===== config.mk =====
export PLATFORM = sky130hd
export DESIGN_NAME = imem_loader_flat
export DESIGN_NICKNAME = d
export VERILOG_FILES = /design/src/rtl/imem_loader_pkg.sv /design/src/rtl/imem_loader_if.sv /design/src/rtl/imem_loader_array.sv /design/src/rtl/imem_loader.sv /design/src/flat_wrapper.sv
export SDC_FILE = /design/constraint.sdc
export NUM_CORES = 2
export LEC_CHECK = 0
export ABC_AREA = 1
export CAP_MARGIN = 25
export CORE_ASPECT_RATIO = 1.75
export CORE_MARGIN = 2
export CORE_UTILIZATION = 56
export CTS_CLUSTER_SIZE = 8
export DETAILED_ROUTE_END_ITERATION = 8
export HOLD_SLACK_MARGIN = 0.05
export PLACE_DENSITY = 0.72
export SLEW_MARGIN = 10
export SYNTH_ARGS = -nofsm -noshare
export SYNTH_HDL_FRONTEND = slang
export SYNTH_SLANG_ARGS = --single-unit

===== constraint.sdc =====
create_clock -name clk -period 6.6 [get_ports clk]
set_clock_uncertainty 0.15 [all_clocks]
set_input_delay 1.32 -clock clk [delete_from_list [all_inputs] [get_ports clk]]
set_output_delay 1.32 -clock clk [all_outputs]
set_load 0.005 [all_outputs]

===== src/rtl/imem_loader_pkg.sv =====
`default_nettype none
// +--------------------------------------------------------------------------+
// | imem_loader_pkg : loader state type and NOP encoding          rev 1.0    |
// +--------------------------------------------------------------------------+
package imem_loader_pkg;

  typedef enum logic [1:0] {
    LOAD = 2'd0,
    DONE = 2'd1,
    ERR  = 2'd2
  } loader_state_t;

  // RV32I "addi x0, x0, 0"
  localparam logic [31:0] NOP_INSTR = 32'h0000_0013;

endpackage
`default_nettype wire


===== src/rtl/imem_loader_if.sv =====
`default_nettype none
// +--------------------------------------------------------------------------+
// | imem_loader_if : byte-stream valid/ready boot-loader port     rev 1.0    |
// +--------------------------------------------------------------------------+
interface imem_loader_if;

  logic       ld_valid;
  logic [7:0] ld_data;
  logic       ld_last;
  logic       ld_ready;

  modport master (
    output ld_valid,
    output ld_data,
    output ld_last,
    input  ld_ready
  );

  modport slave (
    input  ld_valid,
    input  ld_data,
    input  ld_last,
    output ld_ready
  );

endinterface
`default_nettype wire


===== src/rtl/imem_loader_array.sv =====
`default_nettype none
// +--------------------------------------------------------------------------+
// | imem_array : instruction storage with per-word valid bits     rev 1.0    |
// +--------------------------------------------------------------------------+
module imem_array
  import imem_loader_pkg::*;
#(
  parameter int DEPTH_WORDS = 64,
  parameter int ADDR_W      = $clog2(DEPTH_WORDS)
) (
  input  wire logic              clk,
  input  wire logic              rst_n,
  input  wire logic              we,
  input  wire logic [ADDR_W-1:0] waddr,
  input  wire logic [31:0]       wdata,
  input  wire logic              clr_valid,
  input  wire logic              rd_en,
  input  wire logic [ADDR_W-1:0] raddr,
  output logic [31:0]            rdata
);

  logic [31:0]            mem [DEPTH_WORDS];
  logic [DEPTH_WORDS-1:0] valid;

  // Contents are deliberately not reset; the valid bits alone decide visibility.
  always_ff @(posedge clk) begin
    if (we) begin
      mem[waddr] <= wdata;
    end
  end

  generate
    for (genvar i = 0; i < DEPTH_WORDS; i++) begin : g_valid
      logic valid_bit;

      always_ff @(posedge clk or negedge rst_n) begin
        if (!rst_n) begin
          valid_bit <= 1'b0;
        end else if (clr_valid) begin
          valid_bit <= 1'b0;
        end else if (we && (waddr == ADDR_W'(i))) begin
          valid_bit <= 1'b1;
        end
      end

      assign valid[i] = valid_bit;
    end
  endgenerate

  assign rdata = (rd_en && valid[raddr]) ? mem[raddr] : NOP_INSTR;

endmodule
`default_nettype wire


===== src/rtl/imem_loader.sv =====
`default_nettype none
// +--------------------------------------------------------------------------+
// | imem_loader : instruction memory with byte-stream boot loader rev 1.0    |
// +--------------------------------------------------------------------------+
module imem_loader
  import imem_loader_pkg::*;
#(
  parameter int DEPTH_WORDS = 64,
  parameter int ADDR_W      = $clog2(DEPTH_WORDS)
) (
  input  wire logic        clk,
  input  wire logic        reset,
  imem_loader_if.slave     ld,
  input  wire logic        reload,
  input  wire logic [31:0] PC,
  output logic [31:0]      Instr,
  output logic             core_reset,
  output logic             load_done,
  output logic             load_err,
  output logic [ADDR_W:0]  word_count
);

  localparam logic [ADDR_W:0] FULL_COUNT = (ADDR_W + 1)'(DEPTH_WORDS);

  loader_state_t   state;
  loader_state_t   state_next;
  logic [ADDR_W:0] wr_ptr;
  logic [1:0]      byte_idx;
  logic [23:0]     asm_word;
  logic            accept;
  logic            full;
  logic            restart;
  logic            word_we;
  logic            pc_in_range;
  logic            unused_pc_bits;

  assign accept  = ld.ld_valid && (state == LOAD);
  assign full    = (wr_ptr == FULL_COUNT);
  assign restart = reload && (state != LOAD);
  assign word_we = accept && !full && (byte_idx == 2'd3);

  // ---------------- state register ----------------
  always_ff @(posedge clk or negedge reset) begin
    if (!reset) begin
      state <= LOAD;
    end else begin
      state <= state_next;
    end
  end

  // ---------------- next-state logic ----------------
  always_comb begin
    state_next = state;
    case (state)
      LOAD: begin
        if (accept) begin
          if (full) begin
            state_next = ERR;
          end else if (ld.ld_last) begin
            state_next = (byte_idx == 2'd3) ? DONE : ERR;
          end
        end
      end
      DONE, ERR: begin
        if (reload) begin
          state_next = LOAD;
        end
      end
      default: state_next = LOAD;
    endcase
  end

  // ---------------- output decode ----------------
  always_comb begin
    ld.ld_ready = 1'b0;
    core_reset  = 1'b1;
    load_done   = 1'b0;
    load_err    = 1'b0;
    case (state)
      LOAD: ld.ld_ready = 1'b1;
      DONE: begin
        core_reset = 1'b0;
        load_done  = 1'b1;
      end
      ERR:     load_err = 1'b1;
      default: ;
    endcase
  end

  // Byte assembler: lanes 0..2 are staged, lane 3 goes straight into the write.
  always_ff @(posedge clk or negedge reset) begin
    if (!reset) begin
      wr_ptr   <= '0;
      byte_idx <= '0;
      asm_word <= '0;
    end else if (restart) begin
      wr_ptr   <= '0;
      byte_idx <= '0;
    end else if (accept && !full) begin
      byte_idx <= byte_idx + 2'd1;
      case (byte_idx)
        2'd0:    asm_word[7:0]   <= ld.ld_data;
        2'd1:    asm_word[15:8]  <= ld.ld_data;
        2'd2:    asm_word[23:16] <= ld.ld_data;
        default: wr_ptr          <= wr_ptr + 1'b1;
      endcase
    end
  end

  assign word_count = wr_ptr;

  // Any address beyond the array, including aliases, fetches a NOP.
  assign pc_in_range    = (PC[31:ADDR_W+2] == '0);
  assign unused_pc_bits = ^PC[1:0];

  imem_array #(
    .DEPTH_WORDS (DEPTH_WORDS),
    .ADDR_W      (ADDR_W)
  ) u_array (
    .clk       (clk),
    .rst_n     (reset),
    .we        (word_we),
    .waddr     (wr_ptr[ADDR_W-1:0]),
    .wdata     ({ld.ld_data, asm_word}),
    .clr_valid (restart),
    .rd_en     (pc_in_range),
    .raddr     (PC[ADDR_W+1:2]),
    .rdata     (Instr)
  );

endmodule
`default_nettype wire


===== src/flat_wrapper.sv =====
// flat-port wrapper written by rule: the top's interface ports become plain ports
module imem_loader_flat import imem_loader_pkg::*;
#(
  parameter int DEPTH_WORDS = 64,
  parameter int ADDR_W      = $clog2(DEPTH_WORDS)
)
  (clk, reset, reload, PC, Instr, core_reset, load_done, load_err, word_count, ld_ld_valid, ld_ld_data, ld_ld_last, ld_ld_ready);
  imem_loader_if ld_i ();
  input  wire logic clk;
  input  wire logic reset;
  input  wire logic reload;
  input  wire logic [31:0] PC;
  output logic [31:0] Instr;
  output logic core_reset;
  output logic load_done;
  output logic load_err;
  output logic [ADDR_W:0] word_count;
  input wire logic [$bits(ld_i.ld_valid)-1:0] ld_ld_valid;
  input wire logic [$bits(ld_i.ld_data)-1:0] ld_ld_data;
  input wire logic [$bits(ld_i.ld_last)-1:0] ld_ld_last;
  output wire logic [$bits(ld_i.ld_ready)-1:0] ld_ld_ready;
  assign ld_i.ld_valid = ld_ld_valid;
  assign ld_i.ld_data = ld_ld_data;
  assign ld_i.ld_last = ld_ld_last;
  assign ld_ld_ready = ld_i.ld_ready;
  imem_loader #(.DEPTH_WORDS(DEPTH_WORDS), .ADDR_W(ADDR_W)) u_core (.clk(clk), .reset(reset), .ld(ld_i), .reload(reload), .PC(PC), .Instr(Instr), .core_reset(core_reset), .load_done(load_done), .load_err(load_err), .word_count(word_count));
endmodule

==> impl_table.tex <==
% Yosys + OpenROAD metrics
\begin{tabular}{lr}
\hline
Metric & Value \\
\hline
\multicolumn{2}{l}{\textbf{Status}} \\
Run status & completed \\
\multicolumn{2}{l}{\textbf{Critical path}} \\
Register-to-register setup slack & 1.81 ns \\
Setup crit end & Instr[8] \\
Path type of the worst setup path & input pin to output pin \\
Cell family with most CP delay & buffers and inverters \\
Ordered list of cells on the worst path & buf\_8, inv\_8, buf\_4, nand2\_1, nand3\_1, nand3\_1, nand3\_1, nand3\_1, nand3\_1, nand2\_1, nor2\_1, clkdlybuf4s50\_1 \\
Worst setup path startpoint & PC[2] \\
Instance count on the critical path & 12 \\
\multicolumn{2}{l}{\textbf{Logic synthesis}} \\
Cell area after technology mapping & approximately 87000 sq um \\
Syn nets & between 7000 and 8000 \\
Cell type with the highest aggregate area in the netlist & edfxtp\_1 \\
Netlist cell types & 31 \\
Register bit count reported by yosys & 2147 \\
\multicolumn{2}{l}{\textbf{Cells and area}} \\
Final cell area excluding filler cells & 99440 sq um \\
Tally of non-filler cells in the final layout & approximately 9600 \\
Area growth from synthesis to layout & 14.49\% \\
Most instantiated logic cells after routing & nand2\_1 (2278), edfxtp\_1 (2048), nand3\_1 (2036) \\
\multicolumn{2}{l}{\textbf{GRT}} \\
Number of global-route vias before repair & approximately 60000 \\
\multicolumn{2}{l}{\textbf{Placement}} \\
GP Congestion & approximately 0.9 \\
Half-perimeter wire length after detailed placement & roughly 140000 microns \\
\multicolumn{2}{l}{\textbf{Die}} \\
Core Box Area & 154400 sq um \\
Die area & between 150000 and 200000 sq um \\
Number of standard-cell rows in the floorplan & $\sim$190 \\
Fraction of the core area occupied by cells at floorplan & 56.26\% \\
\multicolumn{2}{l}{\textbf{Power and ir drop}} \\
Largest vdd supply drop & about 200 uV \\
\multicolumn{2}{l}{\textbf{CTS}} \\
Root cell of the clock tree & clkbuf\_16 \\
Resize count post-CTS & 0 \\
\multicolumn{2}{l}{\textbf{Timing}} \\
Post-Route Setup TNS & 0 ns \\
Top achievable clock speed & 166.9 MHz \\
Count of final setup violators & 0 \\
Setup ws final & a little over 0.6 ns \\
\multicolumn{2}{l}{\textbf{Drt}} \\
Detailed Routing Iterations Pass 1 & 6 \\
Detailed Route Iter0 Violations & between 7000 and 8000 \\
Residual antenna-violating net count after detailed routing & 0 \\
\multicolumn{2}{l}{\textbf{Run}} \\
Max-cap violation count & 0 \\
\hline
\end{tabular}
## sequential cells by signal, indices dropped and copies added (netlist names)
| register | cells |
|---|---|
| u_core.asm_word | 24 |
| u_core.u_array.g_valid.valid_bit | 64 |
| u_core.byte_idx | 2 |
| u_core.state | 2 |
| u_core.word_count | 7 |
| u_core.u_array.mem | 2048 |
## synthesized netlist by cell type, drive strengths merged
library cell / count
clkbuf: 113
a31oi: 3
nor2: 120
dfrtp: 99
o22ai: 1
nor4: 6
nand2: 2291
nand4: 10
inv: 100
ha: 12
clkinv: 1
o2111ai: 1
o21ai: 33
edfxtp: 2048
a21oi: 68
buf: 366
nor3: 7
nand3: 2038
## layer usage
metal  wire (microns)  vias up  global-route usage, %
li1                 -    26109                      -
met1            83090    28908                  37.09
met2           124300     4086                  52.54
met3            25200      951                  4.981
met4            17930        0                  20.36
met5                0        -                      0
## cell type report
type	instances	area [sq um]
clock inverters	11	128.9
repair buffers	317	3447
fillers	10864	54950
diodes	1	2.502
clock buffers	375	8193
inverters	101	410.4
well taps	2026	2535
flip-flops and latches	2147	64000
multi-input cells	4590	20720
## cell families (layout without fill, tap and decap cells)
group / Yosys count / in the layout / synth area share, %
flip-flops: 2147 / 2147 / 73.66
AND-OR/OR-AND: 106 / 106 / 0.6641
AND/OR/NAND/NOR: 4472 / 4472 / 22.46
adder cells (fa/ha/maj): 12 / 12 / 0.1729
other: 0 / 1 / 0
buffers and inverters: 580 / 804 / 3.038
## report_power, final
part	switching [mW]	internal (mW)	leakage (nW)
combinational	2.20	0.721	11.5
sequential	0.449	16.3	19.9
clock	5.31	8.60	4.06
total	7.95	25.6	35.4
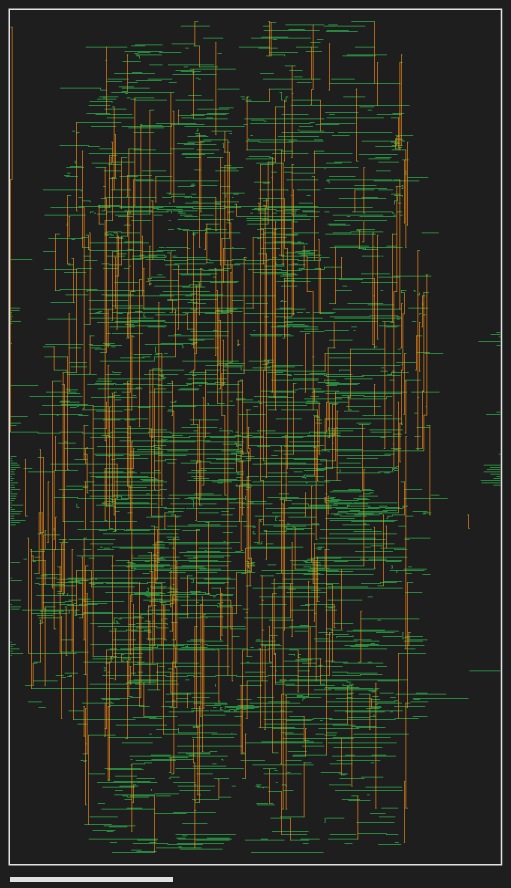
Figure 1: metal layers overlaid.
Scale bar: 100 microns. Two of the layers only.
[metal 4] orange | wire length: 17900 microns
[metal 3] green | wire length: 25.2 mm

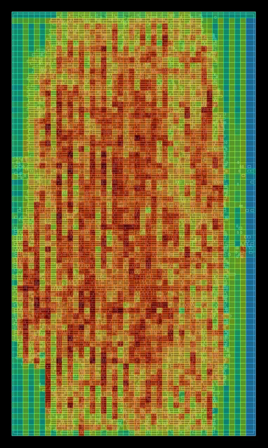
Figure 2: track usage over the die.
met3 Use GR: 4.981%
GR Util met1: 37.09%
grt met2 use: 52.54%
Wirelength per Cell: 26.18 microns
aggregate global-route resource usage: 31.20%

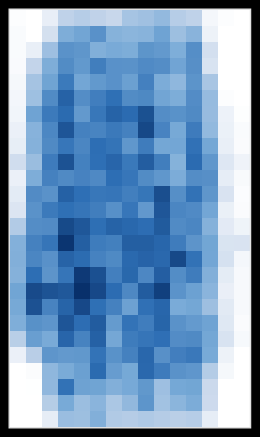
Figure 3: routed metal per tile.
15 x 26 tiles, from white (low) to dark blue (high), scaled to the fullest tile. Values are wire area over tile area, all layers added.
emptiest ninth of the die: top right
nearly empty tiles: 8.5%
densest ninth of the die: middle
mean over tiles: 0.28
fullest tile: 0.56
tiles over half the peak: 59%

Power and IR drop assume default switching activity.
